--- src/rtl/alu_arbiter.sv ---
// rtl/alu_arbiter.sv - round-robin valid/ready arbiter sharing one combinational ALU
// Holds the granted operands on the ALU inputs and returns the registered result to the owner.
module alu_arbiter #(
  parameter int WIDTH       = 32,
  parameter int MULDIV_WAIT = 3
) (
  input  logic             clk,
  input  logic             rst_n,
  input  logic             req0_valid,
  output logic             req0_ready,
  input  logic [WIDTH-1:0] req0_x,
  input  logic [WIDTH-1:0] req0_y,
  input  logic [3:0]       req0_sel,
  input  logic             req1_valid,
  output logic             req1_ready,
  input  logic [WIDTH-1:0] req1_x,
  input  logic [WIDTH-1:0] req1_y,
  input  logic [3:0]       req1_sel,
  output logic             rsp0_valid,
  input  logic             rsp0_ready,
  output logic             rsp1_valid,
  input  logic             rsp1_ready,
  output logic [WIDTH-1:0] rsp_res,
  output logic             rsp_zf,
  output logic [WIDTH-1:0] alu_x,
  output logic [WIDTH-1:0] alu_y,
  output logic [3:0]       alu_sel,
  input  logic [WIDTH-1:0] alu_res,
  input  logic             alu_zf,
  output logic             busy
);

  localparam int CW = (MULDIV_WAIT > 0) ? $clog2(MULDIV_WAIT + 1) : 1;
  localparam logic [CW-1:0] WAIT_LD = CW'(MULDIV_WAIT);

  typedef enum logic [1:0] {S_IDLE, S_EXEC, S_RESP} state_t;

  state_t           state_q;
  logic             last_grant_q;
  logic             owner_q;
  logic [CW-1:0]    cnt_q;
  logic [WIDTH-1:0] x_q;
  logic [WIDTH-1:0] y_q;
  logic [3:0]       sel_q;
  logic [WIDTH-1:0] res_q;
  logic             zf_q;
  logic             rsp0_valid_q;
  logic             rsp1_valid_q;
  logic             idle;
  logic             owner_ready;

  function automatic logic [CW-1:0] wait_for(input logic [3:0] sel);
    return (sel == 4'b0010 || sel == 4'b0011) ? WAIT_LD : '0;
  endfunction

  assign idle = (state_q == S_IDLE);

  // last_grant_q names the requester that lost priority; the other one wins a tie.
  assign req0_ready = idle && req0_valid && (!req1_valid || last_grant_q);
  assign req1_ready = idle && req1_valid && (!req0_valid || !last_grant_q);

  assign owner_ready = owner_q ? rsp1_ready : rsp0_ready;

  always_ff @(posedge clk or negedge rst_n) begin
    if (!rst_n) begin
      state_q      <= S_IDLE;
      last_grant_q <= 1'b1;
      owner_q      <= 1'b0;
      cnt_q        <= '0;
      x_q          <= '0;
      y_q          <= '0;
      sel_q        <= '0;
      res_q        <= '0;
      zf_q         <= 1'b0;
      rsp0_valid_q <= 1'b0;
      rsp1_valid_q <= 1'b0;
    end else begin
      case (state_q)
        S_IDLE: begin
          if (req0_ready) begin
            x_q          <= req0_x;
            y_q          <= req0_y;
            sel_q        <= req0_sel;
            cnt_q        <= wait_for(req0_sel);
            owner_q      <= 1'b0;
            last_grant_q <= 1'b0;
            state_q      <= S_EXEC;
          end else if (req1_ready) begin
            x_q          <= req1_x;
            y_q          <= req1_y;
            sel_q        <= req1_sel;
            cnt_q        <= wait_for(req1_sel);
            owner_q      <= 1'b1;
            last_grant_q <= 1'b1;
            state_q      <= S_EXEC;
          end
        end
        S_EXEC: begin
          if (cnt_q != '0) begin
            cnt_q <= cnt_q - CW'(1);
          end else begin
            res_q        <= alu_res;
            zf_q         <= alu_zf;
            rsp0_valid_q <= !owner_q;
            rsp1_valid_q <= owner_q;
            state_q      <= S_RESP;
          end
        end
        S_RESP: begin
          if (owner_ready) begin
            rsp0_valid_q <= 1'b0;
            rsp1_valid_q <= 1'b0;
            state_q      <= S_IDLE;
          end
        end
        default: state_q <= S_IDLE;
      endcase
    end
  end

  assign alu_x      = x_q;
  assign alu_y      = y_q;
  assign alu_sel    = sel_q;
  assign rsp_res    = res_q;
  assign rsp_zf     = zf_q;
  assign rsp0_valid = rsp0_valid_q;
  assign rsp1_valid = rsp1_valid_q;
  assign busy       = !idle;

endmodule

--- config.mk ---
export PLATFORM = sky130hd
export DESIGN_NAME = alu_arbiter
export DESIGN_NICKNAME = d
export VERILOG_FILES = /design/src/rtl/alu_arbiter.sv
export SDC_FILE = /design/constraint.sdc
export NUM_CORES = 1
export LEC_CHECK = 0
export CORE_MARGIN = 2
export CORE_UTILIZATION = 40
export CTS_CLUSTER_DIAMETER = 150
export DETAILED_ROUTE_END_ITERATION = 8
export PLACE_DENSITY = 0.84
export RECOVER_POWER = 100
export SLEW_MARGIN = 10
export SYNTH_ARGS = -nofsm -noshare
export SYNTH_HDL_FRONTEND = slang
export SYNTH_SLANG_ARGS = --single-unit
--- constraint.sdc ---
create_clock -name clk -period 3.65 [get_ports clk]
set_input_delay 1.095 -clock clk [delete_from_list [all_inputs] [get_ports clk]]
set_output_delay 1.095 -clock clk [all_outputs]
set_load 0.1 [all_outputs]
Run 1, port wiring:
The bar under the picture is 20 um long.
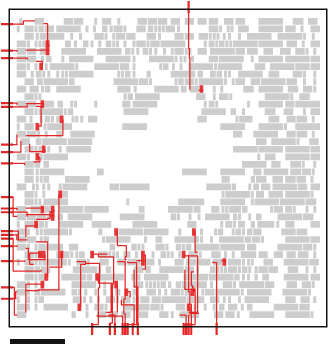
[req0_y] red | direction: input | edge: 18 west, 13 south, 1 north | end cells: 32 | wire: 774 um
PortBufs: 280
I/O pins: 281

Run 1, routing congestion:
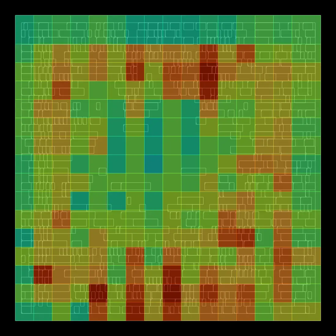
GR Layer Usage met2: 37.1%
GRT Overall Usage: 21.5%
GRT met3 Usage: 4.66%
GRT busiest layer: met2
met1 Use GR: 26.4%

==> metrics.cfg, run 1 <==
[synth]
synth_cells=483

[detailed_routing]
wl_per_cell_um=15.9
wirelength_um=14300
dr.pass1.iters=4

[run_status]
status=finished with violations
violations=max-capacitance violations, max-slew violations

[die]
chip_area_um2=13100
core_um2=12000

[cts]
cts_buffer_depth=2
hold_buffers=0
cts_tree=built

[run]
max_cap_violations=1
warnings=26

[timing]
finalMaxSlewViolations=36
setup_violations=0

[global_routing]
grt.overflow.total=0

[worst_hold_path]
hold_path.startpoint=rsp_res[20]$_DFFE_PN0P_

[final_layout]
most-common-layout-cells=clkdlybuf4s50_1, nand2_1, dfrtp_1

[placed_design]
gp_congestion=0.857

Run 1, metal 2:
Cells faint in the background.
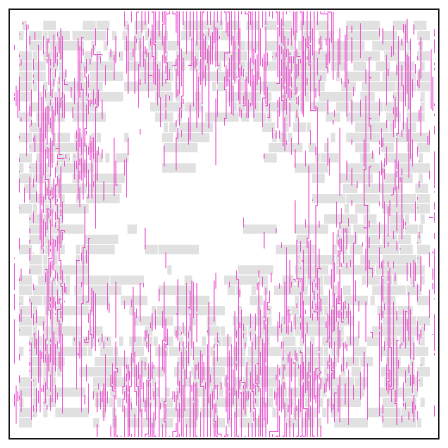
share of all routed wire: 48%
nets with wire on the layer: 797

Run 1, met1 routing:
Supply wires on this layer in grey. Cells faint in the background.
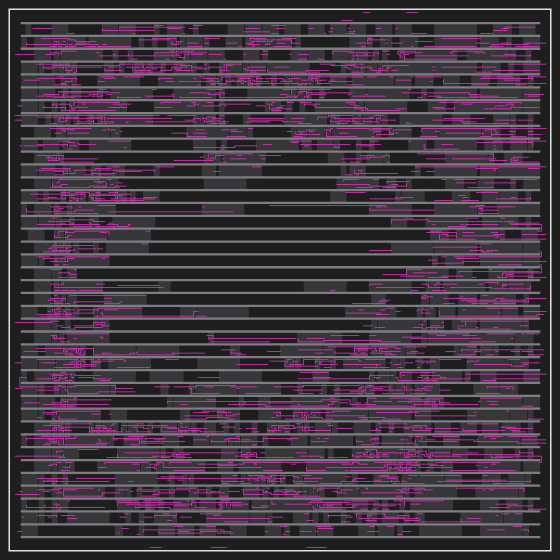
nets with wire on the layer: 774
longest straight run: 32.7 um
wire length on this layer: 5790 um
share of all routed wire: 40%

## run 1: sequential cells by signal, summed over array words and instances, names as in the netlist
| name | flops |
|---|---|
| alu_x | 32 |
| alu_y | 32 |
| rsp_res | 32 |
| alu_sel | 4 |
| cnt_q | 2 |
| state_q | 2 |
| last_grant_q | 1 |
| owner_q | 1 |
| rsp0_valid | 1 |
| rsp1_valid | 1 |
| rsp_zf | 1 |
## run 1: routing by layer
layer,global-route usage (%),vias up,wire length (um)
li1,-,2154,-
met1,26.4,2163,5790
met2,37.1,227,6910
met3,4.66,32,1140
met4,8.05,0,463
met5,0,-,0
## run 1: logic make-up after synthesis
| group | synth area share (%) |
|---|---|
| AND/OR/NAND/NOR | 17.4 |
| flip-flops | 56.1 |
| AND-OR/OR-AND | 10.8 |
| buffers and inverters | 5.27 |
| multiplexers | 10.1 |
| adder cells (fa/ha/maj) | 0.257 |
## run 1: layout make-up
class                           count  area (um^2)
Inverter                            9         33.8
Timing Repair Buffer              286         2190
Sequential cell                   109         2730
Multi-Input combinational cell    332         1780
Clock buffer                       12          267
Fill cell                        1055         4720
Clock inverter                      4         53.8
Tap cell                          147          184
## run 1: Yosys cell counts
cell type | number | area share, %
dfrtp_1 | 108 | 56
clkbuf_1 | 5 | 0.39
nor2_1 | 70 | 5.4
mux2_2 | 5 | 1.2
nand3_2 | 2 | 0.41
nand2b_1 | 1 | 0.13
nand2_1 | 139 | 11
o21a_1 | 1 | 0.15
buf_12 | 3 | 1.2
mux2_4 | 29 | 9.0
o21ai_0 | 1 | 0.10
buf_2 | 19 | 2.0
o31ai_1 | 1 | 0.15
inv_1 | 8 | 0.62
buf_4 | 5 | 0.77
nor2_2 | 1 | 0.13
a31oi_1 | 69 | 8.9
o41ai_2 | 1 | 0.33
a41oi_1 | 1 | 0.18
o2bb2ai_1 | 1 | 0.18
buf_6 | 1 | 0.23
inv_2 | 1 | 0.077
a21oi_1 | 3 | 0.31
nor4b_1 | 1 | 0.18
and2_4 | 1 | 0.18
nor2b_4 | 1 | 0.28
ha_1 | 1 | 0.26
dfstp_2 | 1 | 0.54
a22o_1 | 3 | 0.54
## run 1: how the worst max path moves through the flow
| stage | from | to | slack [ns] | depth (start not counted) |
|---|---|---|---|---|
| finish | req0_valid | req0_ready | 0.24 | 4 |
| global placement | req1_valid | alu_x[26]$_DFFE_PN0P_ | 0.35 | 7 |
| floorplan | req1_valid | req0_ready | 0.65 | 3 |
| global route | req0_valid | alu_x[15]$_DFFE_PN0P_ | 0.15 | 7 |
| detailed placement | req1_valid | alu_y[7]$_DFFE_PN0P_ | 0.22 | 6 |
| CTS | req1_valid | req0_ready | 0.38 | 5 |
## run 1: worst reg2reg max path, stage by stage, from the launching register on
cell      delay, ns
dfrtp_1        0.43
nor2_1         0.33
nand3_2        0.18
inv_2          0.11
clkbuf_2       1.04
nand2_1        0.20
a31oi_1        0.26
Run 1, where the registers sit:
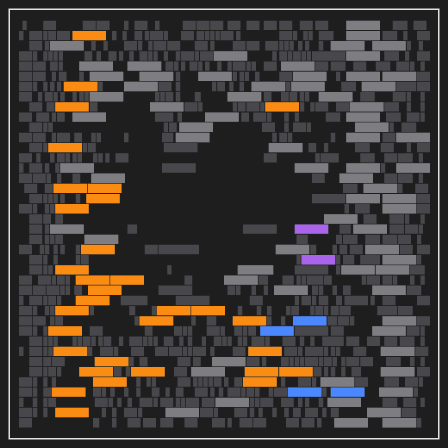

==> inputs of run 2 (changes only) <==
PLACE_DENSITY = not set   (was 0.84)
PLACE_DENSITY_LB_ADDON = 0.25   (was not set)
Run 2, where the registers sit:
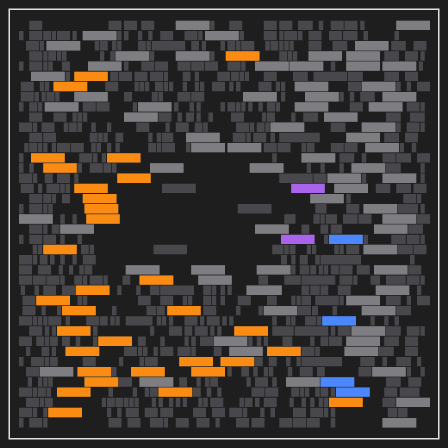
[alu_sel] blue | placed flops: 4 | where: south-east
[state_q] purple | placed flops: 2
[alu_y] orange | placed flops: 32
not coloured: 71

Run 2, metal 2:
Cells faint in the background.
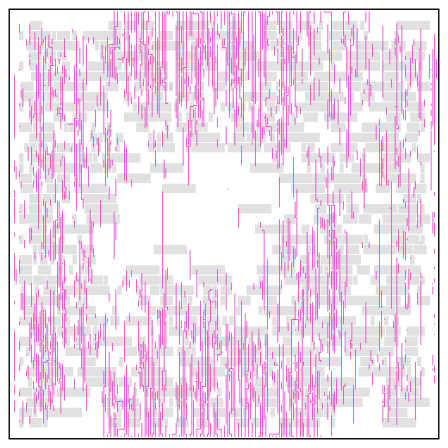
nets with wire on the layer: 794
main direction: vertical
final WL: 14200 um
GR Layer Usage met2: 37.2%
detailed-route via count: 4540

==> run 2 against run 1 <==
The flow still finishes with violations (max-capacitance violations, max-slew violations). Utilization rose by 0.16 points. Highest routed layer unchanged. Clock skew rose by 0.0053 ns. Fmax barely moved. Largest cell class unchanged. Critical path depth did not move. Critical path type unchanged. Critical endpoint unchanged. Count of clock-buffer cells in the layout fell by 2. Worst setup slack barely moved.
==> metrics.cfg, run 2 <==
[synth]
synth_stat.cells=483
yosys-top-cells-count=nand2_1, dfrtp_1, nor2_1
ys_seq_share_pct=56.1
postSynth.asyncResetShare_pct=100  ; unchanged
syn-cell-area_um2=4860
top_cell_area_share_pct=55.6  ; unchanged
edf_count=0  ; unchanged
yosysMostFrequentCell=nand2_1
synth_cells=483  ; unchanged
top_cells_by_area=dfrtp_1, nand2_1, mux2_4
largest_area_cell=dfrtp_1
synth_top_flop_cell=dfrtp_1

[setup_path]
setup.worst_path.start_class=input port
r2r_slack_ns=1.10
cp-endpoint=req0_ready
cp.depth=4  ; unchanged
worstPathRequired_ns=2.55
critical_path.startpoint=req0_valid

[run_status]
violations=max-capacitance violations, max-slew violations
status=finished with violations

[cts]
cts_setup_buffers=0
cts_buffer_depth=2  ; unchanged
hold_buffers=0  ; unchanged
cts_resized=0
cts_max_level=3
clock_latency_ns=0.35
cts_tree=built

[detailed_routing]
dr.pass1.iters=5  ; +1
dr.first_iter.drc_count=242
drc=0

[final_layout]
most-common-layout-cells=clkdlybuf4s50_1, nand2_1, dfrtp_1
drive_above_1_share_pct=4.66

[die]
chip_area_um2=13100  ; unchanged
core_um2=12000  ; unchanged
ioPinCount=281  ; unchanged

[placed_design]
gp_congestion=0.799  ; -6.8%
numPortBuffers=280  ; unchanged
dp_slack_ns=0.358

[timing]
finalMaxSlewViolations=36  ; unchanged
setup_ws_ns=0.236
setup_violations=0  ; unchanged
worstMarginPinSlew_ns=1.55

[run]
max_cap_violations=1  ; unchanged
warnings=28  ; +7.7%

[global_routing]
grt.overflow.total=0  ; unchanged

Run 2, routing congestion:
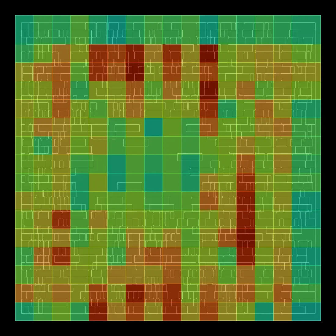
final core occ: 60.7%
GRT met3 Usage: 5.77%
detailed-route wire length per cell: 15.9 um
GRT Overall Usage: 21.8%
met1 Use GR: 26.1%

[run 2: netlist changes by cell type in the layout (fill, tap and decap cells not counted), moves of 2 or more]
cell / change
clkbuf_2: -3
clkbuf_8: -3
bufinv_16: +2
clkbuf_4: +2
[run 2: layer usage]
layer  GRT usage (%)  vias to the layer above  wire (um)
met5               0                        -          0
li1                -                     2145          -
met1            26.1                     2152       5670
met3            5.77                       30       1170
met2            37.2                      213       6990
met4            9.76                        0        399
[run 2: through the flow]
| step | hold WS [ns] | instances | area (um^2) | utilization, % |
|---|---|---|---|---|
| 2_1_floorplan | 0.467 | 483 | 4860 | - |
| 3_3_place_gp | 0.480 | 882 | 7440 | 62.2 |
| 3_5_place_dp | 0.476 | 882 | 7440 | 62.2 |
| 4_1_cts | 0.497 | 898 | 7780 | 65.1 |
| 5_1_grt | 0.498 | 898 | 7260 | 60.7 |
| 6_report | 0.488 | 898 | 7260 | 60.7 |
[run 2: how the worst min path moves through the flow]
stage                                        from                       to  slack, ns
after floorplan               owner_q$_DFFE_PN0P_   rsp0_valid$_DFFE_PN0P_       0.47
after global placement     rsp0_valid$_DFFE_PN0P_   rsp0_valid$_DFFE_PN0P_       0.48
after detailed placement   rsp0_valid$_DFFE_PN0P_   rsp0_valid$_DFFE_PN0P_       0.48
after CTS                  rsp0_valid$_DFFE_PN0P_   rsp0_valid$_DFFE_PN0P_       0.50
after global routing       rsp_res[9]$_DFFE_PN0P_   rsp_res[9]$_DFFE_PN0P_       0.50
final                     rsp_res[11]$_DFFE_PN0P_  rsp_res[11]$_DFFE_PN0P_       0.49
[run 2: worst register-to-register path, stage by stage, from the launching register on]
cell     delay (ns)
dfrtp_1        0.43
nor2b_1        0.33
and2_1         1.23
mux2_2         0.45
[run 2: logic make-up (layout without fill, tap and decap cells)]
group	count (synthesis)	after routing	synth area share, %
mux	34	34	10.1
flops	109	109	56.1
compound gates	81	81	10.8
buf+inv	42	310	5.27
fa+ha+maj	1	1	0.257
simple gates	216	216	17.4
[run 2: area by class of cell]
| type | count | area, um^2 |
|---|---|---|
| Clock inverter | 6 | 111 |
| Timing Repair Buffer | 285 | 2200 |
| Tap cell | 147 | 184 |
| Fill cell | 1092 | 4700 |
| Clock buffer | 10 | 229 |
| Multi-Input combinational cell | 332 | 1770 |
| Sequential cell | 109 | 2730 |
| Inverter | 9 | 33.8 |
